`src/rtl/instr_loader.sv`:
```
// Boot/reload sequencer: streams a program image into the instruction cache,
// holds fetch stalled/flushed meanwhile, then redirects the PC and hands fetch to the core.
module instr_loader #(
  parameter logic [31:0] BASE_ADDR = 32'h0000_0000,
  parameter int unsigned MAX_WORDS = 1024
) (
  input  logic        clk,
  input  logic        rst,
  input  logic        start,
  input  logic [15:0] wordCount,
  input  logic        in_valid,
  input  logic [31:0] in_data,
  output logic        in_ready,
  input  logic        core_pcSrc,
  input  logic [31:0] core_branchPC,
  input  logic        core_stall,
  input  logic        core_flush,
  output logic        w_en,
  output logic [31:0] w_addr,
  output logic [31:0] w_instr,
  output logic        en_pc,
  output logic        en_IF,
  output logic        pcSrc,
  output logic [31:0] branchPC,
  output logic        flush,
  output logic        busy,
  output logic        done,
  output logic        error
);

  localparam logic [2:0] IDLE   = 3'd0;
  localparam logic [2:0] LOAD   = 3'd1;
  localparam logic [2:0] REDIR0 = 3'd2;
  localparam logic [2:0] REDIR1 = 3'd3;
  localparam logic [2:0] RUN    = 3'd4;
  localparam logic [2:0] ERR    = 3'd5;

  logic [2:0]  state;
  logic [15:0] count;
  logic [15:0] index;
  logic        handshake;
  logic        last_word;
  logic        count_ok;

  assign in_ready  = (state == LOAD);
  assign handshake = in_valid && in_ready;
  assign last_word = (index == count - 16'd1);
  assign count_ok  = (wordCount != '0) && (32'(wordCount) <= MAX_WORDS);

  always_ff @(posedge clk) begin
    if (rst) begin
      state   <= IDLE;
      count   <= '0;
      index   <= '0;
      w_en    <= 1'b0;
      w_addr  <= '0;
      w_instr <= '0;
    end else begin
      w_en <= handshake;
      if (handshake) begin
        // Word address wraps modulo 2^32 by design.
        w_addr  <= BASE_ADDR + {14'b0, index, 2'b00};
        w_instr <= in_data;
        index   <= index + 16'd1;
      end
      case (state)
        IDLE, RUN, ERR: begin
          if (start) begin
            if (count_ok) begin
              count <= wordCount;
              index <= '0;
              state <= LOAD;
            end else begin
              state <= ERR;
            end
          end
        end
        LOAD:    if (handshake && last_word) state <= REDIR0;
        REDIR0:  state <= REDIR1;
        REDIR1:  state <= RUN;
        default: state <= IDLE;
      endcase
    end
  end

  always_comb begin
    en_pc    = 1'b0;
    en_IF    = 1'b0;
    pcSrc    = 1'b0;
    branchPC = '0;
    flush    = 1'b1;
    busy     = 1'b0;
    done     = 1'b0;
    error    = 1'b0;
    case (state)
      LOAD:   busy = 1'b1;
      REDIR0: begin
        busy     = 1'b1;
        en_pc    = 1'b1;
        pcSrc    = 1'b1;
        branchPC = BASE_ADDR;
      end
      REDIR1: busy = 1'b1;
      RUN: begin
        done     = 1'b1;
        pcSrc    = core_pcSrc;
        branchPC = core_branchPC;
        en_pc    = !core_stall;
        en_IF    = !core_stall;
        flush    = core_flush;
      end
      ERR:     error = 1'b1;
      default: ;
    endcase
  end

endmodule

```
`config.mk`:
```
export PLATFORM = sky130hd
export DESIGN_NAME = instr_loader
export DESIGN_NICKNAME = d
export VERILOG_FILES = /design/src/rtl/instr_loader.sv
export SDC_FILE = /design/constraint.sdc
export NUM_CORES = 1
export LEC_CHECK = 0
export CORE_ASPECT_RATIO = 1.2
export CORE_UTILIZATION = 37
export CTS_CLUSTER_SIZE = 40
export DETAILED_ROUTE_END_ITERATION = 8
export PLACE_DENSITY = 0.74
export SETUP_SLACK_MARGIN = 0.3
export SYNTH_ARGS = -nofsm -noshare
export SYNTH_HDL_FRONTEND = slang
export SYNTH_SLANG_ARGS = --single-unit
```
`constraint.sdc`:
```
create_clock -name clk -period 2.5 [get_ports clk]
set_input_delay 0.375 -clock clk [delete_from_list [all_inputs] [get_ports clk]]
set_output_delay 0.375 -clock clk [all_outputs]
set_load 0.1 [all_outputs]
```
**Run 1: layout detail**

Region (34, 44) to (64, 74) um. Cells in grey, sequential cells in the stronger grey; small squares are vias.
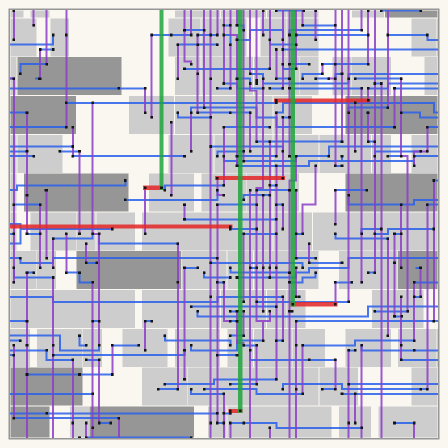
colour	layer
red	M3
blue	M1
green	M4
purple	M2
most frequent	xnor2_1 (10), dfxtp_1 (7)
cells with their middle in the window	72
netlist names of flops here include	index (6)
sequential cells in the window	8

**Run 1: routed metal per tile**

Drawn at 2 px/um. 20 x 23 tiles, from dark purple (low) to yellow (high), scaled to the fullest tile. Values are wire area over tile area, all layers added.
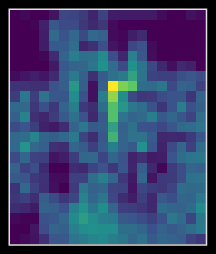
emptiest ninth of the die	north-east
fullest tile	0.73
nearly empty tiles	13%
tiles over half the peak	3.3%
mean over tiles	0.17

==> out/results.tsv, run 1 <==
metric	value	unit
status	complete, but fails checks	
violations	DRC	
final_antenna_net_count	0	
timing.hold.ws	0.393	ns
finalCritPeriodShare	98.6	%
rsz0062_at_grt	true	
dieArea	0.0115	mm2
num-nets-final	783	
met2_length	5980	um
wl_met1	5070	um
clockNetworkPower	1.23	mW
final-nonclk-buf-share	34.1	%
ys_sh_adder	0.613	%
area_growth	67.1	%
synth_async_sr_flop_share	0	%
critPathLaunch	count[0]	
seqCellArea	0.00170	mm2
drc	15	
synth.avg_cell_area	7.93	um2
top_cell_area_share	41.2	%
grt_pass1_vias	3773	
simple_gate_share	29.5	%
cts-buffers-inserted	9	
dp_cells	804	
worst_slack	0.0344	ns
wl_per_cell	14.6	um
nMultiInputCombCells	390	
use_met3	4.28	%
buffers	203	
wirelength	12100	um
cts_tree	built	
slew_headroom	64.9	%
synthCells	515	
grt_max_degree	51	
crit_required	2.75	ns
worstPathArrival	2.71	ns
hold_path_class	primary input to flip-flop	
numSynthFlops	84	
grt_pass1_wl	18300	um
clk_pin_slew	0.06	ns
clkCellAreaFrac	4.09	%
cp_cell_sequence	inv_2, ha_2, nand2_1, nor3_1, o2111ai_1, or4_1, or4_4, a2111oi_4	
crit_buf_inv	1	
num_vias	4091	
swShare	35.1	%
postCtsSetupBuffers	1	
dp_hpwl	8840	um
finalSetupViolations	0	
cp-end-kind	flip-flop	
power.internal	2.49	mW
grt_use_met2	36.1	%
ys_cells	515	
place_congestion	0.850	
synth_seq_share	41.2	%
postLayoutCoreUtil	64.2	%
pg_seq	1.39	mW
dr.pass1.iters	7	
hold_violations	0	
period_minus_slack	2.47	ns
sequentialPowerShare	36.3	%
power_density	562	mW/mm2
met3_length	709	um
tns	0	ns
cap_violations	0	
ys_sh_xor	8.15	%
synthTopCellsByCount	nand2_1, dfxtp_1, a21oi_1	
worstSetupPathType	flip-flop to flip-flop	
layout-drive-gt1-share	28.8	%
power_leader	sequential cells	
synth-edff-count	0	
regToRegStartpoint	count[0]	
fin_skew	0.00623	ns
synth_compound_gate_area_share	10.4	%
clockRootBuffer	clkbuf_16	
diodes	0	
fillers	848	
place_area	0.00630	mm2
clock_sinks	84	
cpLargestDelayFamily	simple AND/OR/NAND/NOR gates	
flop_cell	dfxtp_1	
min_path_cells	2	
mux_share	2.70	%
gr-max-usage-layer	met2	
cts_resized	14	
path_depth	8	
grt_util_met1	24.3	%
peakVddDrop	0.442	mV
grt-ovfl-total	0	
**Run 1: logic cells by family**

Drawn at 3 px/um.
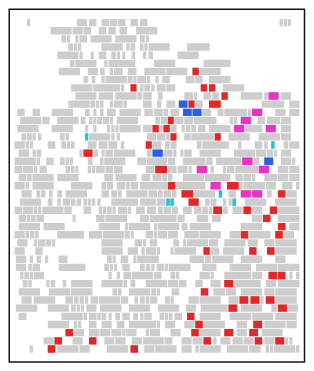
colour	family	cells
blue	non-inverting ao/oa cells	5
magenta	mux cells	11
cyan	inv cells	6
red	and/or cells	53
most common logic cell in the routed design: nand2_1
combinational share of cell area: 34.3%
Layout Cells excl Fill: 828

==> run 1 -> run 2 <==
--- a/config.mk
+++ b/config.mk
@@ -9,8 +9,9 @@
 export CORE_UTILIZATION = 37
 export CTS_CLUSTER_SIZE = 40
 export DETAILED_ROUTE_END_ITERATION = 8
-export PLACE_DENSITY = 0.74
+export PLACE_DENSITY_LB_ADDON = 0.15
 export SETUP_SLACK_MARGIN = 0.3
+export SKIP_CTS_REPAIR_TIMING = 1
 export SYNTH_ARGS = -nofsm -noshare
 export SYNTH_HDL_FRONTEND = slang
 export SYNTH_SLANG_ARGS = --single-unit
==> run 2 against run 1 <==
- the flow still finishes with violations (DRC)
- wire length shrank 4.3%
- worst hold slack better by 0.014 ns
- combinational power fell by 5%
==> out/results.tsv, run 2 <==
metric	value	unit	change
cp-end-kind	flip-flop		
final-nonclk-buf-share	32.5	%	-1.5 points
dieArea	0.0115	mm2	unchanged
hold_violations	0		unchanged
synth.avg_cell_area	7.93	um2	unchanged
top_cell_area_share	41.2	%	unchanged
area_growth	64.3	%	
use_met3	4.63	%	+0.36 points
ys_sh_xor	8.15	%	unchanged
diodes	0		unchanged
period_minus_slack	2.39	ns	-0.0733 ns
finalCritPeriodShare	95.7	%	-2.9 points
final_cells	821		-0.85%
postLayoutCoreUtil	63.2	%	-1.1 points
clock_sinks	84		unchanged
place_congestion	0.794		-6.6%
seqCellArea	0.00169	mm2	-0.30%
simple_gate_share	29.5	%	unchanged
power_density	587	mW/mm2	+4.5%
sequentialPowerShare	35.4	%	-0.9 points
ys_cells	515		unchanged
layout-drive-gt1-share	27.5	%	-1.3 points
min_path_cells	2		unchanged
power_leader	sequential cells		
cpLargestDelayFamily	simple AND/OR/NAND/NOR gates		
tns	0	ns	unchanged
swShare	33.1	%	-2.0 points
worstPathArrival	2.63	ns	-0.08 ns
grt_pass1_vias	3896		+3.3%
drc	19		+4
timing.hold.ws	0.407	ns	+0.0137 ns
layout_top_cell	nand2_1		
crit_buf_inv	0		-1
violations	DRC		
grt_use_met2	38.3	%	+2.2 points
grt_max_degree	53		+3.9%
status	complete, but fails checks		
pg_seq	1.39	mW	about the same
place_area	0.00629	mm2	-0.12%
cap_violations	0		unchanged
dp_cells	805		+0.12%
rsz0062_at_grt	true		
cp_cell_sequence	nor3_2, nand4_1, a211o_1, a22o_1, or4_4, a2111oi_4		
buffers	196		-3.4%
grt_util_met1	22.9	%	-1.4 points
gr-max-usage-layer	met2		
worstSetupPathType	flip-flop to flip-flop		
clockRootBuffer	clkbuf_16		
grt-ovfl-total	0		unchanged
path_depth	6		-2
regToRegStartpoint	count[2]		
grt_pass1_wl	18800	um	+2.4%
nMultiInputCombCells	390		unchanged
numSynthFlops	84		unchanged
synthTopCellsByCount	nand2_1, dfxtp_1, a21oi_1		
synth-edff-count	0		unchanged
flop_cell	dfxtp_1		
**Run 2: routed metal, one colour a layer**

Drawn at 3 px/um. Only two layers are drawn.
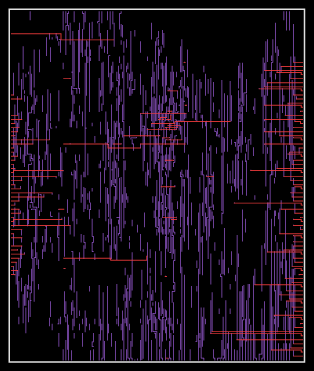
colour	layer	wire length
purple	M2	5880 um
red	M3	898 um
Avg WL per Cell: 14.1 um
final WL: 11600 um
Via Count: 4018
Total Routing Usage GR: 20.5%

**Run 2: routed metal per tile**

Drawn at 2 px/um. 20 x 23 tiles, from dark purple (low) to yellow (high), scaled to the fullest tile. Values are wire area over tile area, all layers added.
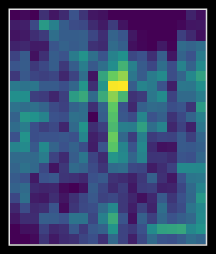

==> run 2 -> run 3 <==
--- a/config.mk
+++ b/config.mk
@@ -7,6 +7,7 @@
 export LEC_CHECK = 0
 export CORE_ASPECT_RATIO = 1.2
 export CORE_UTILIZATION = 37
+export CTS_CLUSTER_DIAMETER = 150
 export CTS_CLUSTER_SIZE = 40
 export DETAILED_ROUTE_END_ITERATION = 8
 export PLACE_DENSITY_LB_ADDON = 0.15
==> run 3 against run 2 <==
- the run still ends with DRC left
- sequential share of layout area is the same
- synthesized cell count is the same
- wire length is the same
- cell area is the same
- clock skew is the same
- combinational power is essentially flat
- highest routed layer unchanged
==> out/results.tsv, run 3 <==
metric	value	unit	change
path_depth	6		unchanged
synthTopCellsByCount	nand2_1, dfxtp_1, a21oi_1		
area_growth	64.3	%	unchanged
synth_area_leader_cell	dfxtp_1		
start_kind	flip-flop		
place_area	0.00629	mm2	unchanged
violations	DRC		
cpLargestDelayFamily	simple AND/OR/NAND/NOR gates		
worstSetupPathType	flip-flop to flip-flop		
postLayoutCoreUtil	63.2	%	unchanged
topCellsByArea	dfxtp_1, nand2_1, a21oi_1, and2_1, xnor2_1		
crit_buf_inv	0		unchanged
ys_area	0.00408	mm2	
power_leader	sequential cells		
grt_util_met1	22.9	%	unchanged
sequentialPowerShare	35.4	%	about the same
grt_pass1_wl	18800	um	unchanged
top_cell_area_share	41.2	%	unchanged
wl_per_cell	14.1	um	unchanged
regToRegStartpoint	count[2]		
rsz0062_at_grt	true		
synth-edff-count	0		unchanged
cp_cell_sequence	nor3_2, nand4_1, a211o_1, a22o_1, or4_4, a2111oi_4		
flop_cell	dfxtp_1		
gr-max-usage-layer	met2		
dieArea	0.0115	mm2	unchanged
worstPathArrival	2.63	ns	about the same
met2_length	5880	um	
dp_cells	805		unchanged
grt_use_total	20.5	%	unchanged
synth.avg_cell_area	7.93	um2	unchanged
cap_violations	0		unchanged
grt_use_met2	38.3	%	unchanged
ys_sh_xor	8.15	%	unchanged
power_density	587	mW/mm2	unchanged
swShare	33.1	%	unchanged
clockRootBuffer	clkbuf_16		
grt_max_degree	53		unchanged
most_common_cell	nand2_1		
num_vias	4018		unchanged
diodes	0		unchanged
min_path_cells	2		unchanged
seqCellArea	0.00169	mm2	unchanged
simple_gate_share	29.5	%	unchanged
initCoreUtil	38.4	%	
final_cell_mix	nand2_1, clkdlybuf4s50_1, dfxtp_1, buf_4, a21oi_1		
grt_pass1_vias	3896		unchanged
pg_seq	1.39	mW	about the same
worst_slack	0.108	ns	
place_congestion	0.794		unchanged
hold_violations	0		unchanged
layout_top_cell	nand2_1		
use_met3	4.63	%	unchanged
numSynthFlops	84		unchanged
nMultiInputCombCells	390		unchanged
layout-drive-gt1-share	27.5	%	unchanged
timing.hold.ws	0.407	ns	unchanged
tns	0	ns	unchanged
period_minus_slack	2.39	ns	unchanged
finalCritPeriodShare	95.7	%	unchanged
grt-ovfl-total	0		unchanged
drc	19		unchanged
buffers	196		unchanged
ys_cells	515		unchanged
status	complete, but fails checks		
cp-end-kind	flip-flop		
final-nonclk-buf-share	32.5	%	unchanged
wirelength	11600	um	unchanged
clock_sinks	84		unchanged
**Run 3: routed metal per tile**

Drawn at 2 px/um. 20 x 23 tiles, from dark purple (low) to yellow (high), scaled to the fullest tile. Values are wire area over tile area, all layers added.
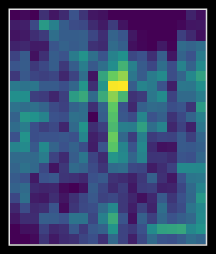

**Run 3: logic cells by family**

Drawn at 3 px/um.
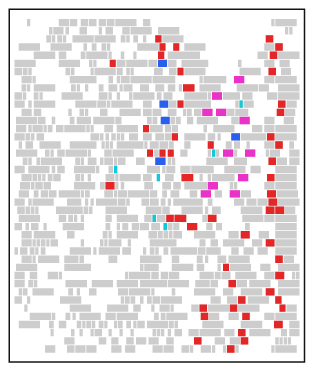
combinational share of cell area: 34.7%
Layout Cells excl Fill: 821

Power figures rest on the tool's default switching activity, not on a simulated workload.
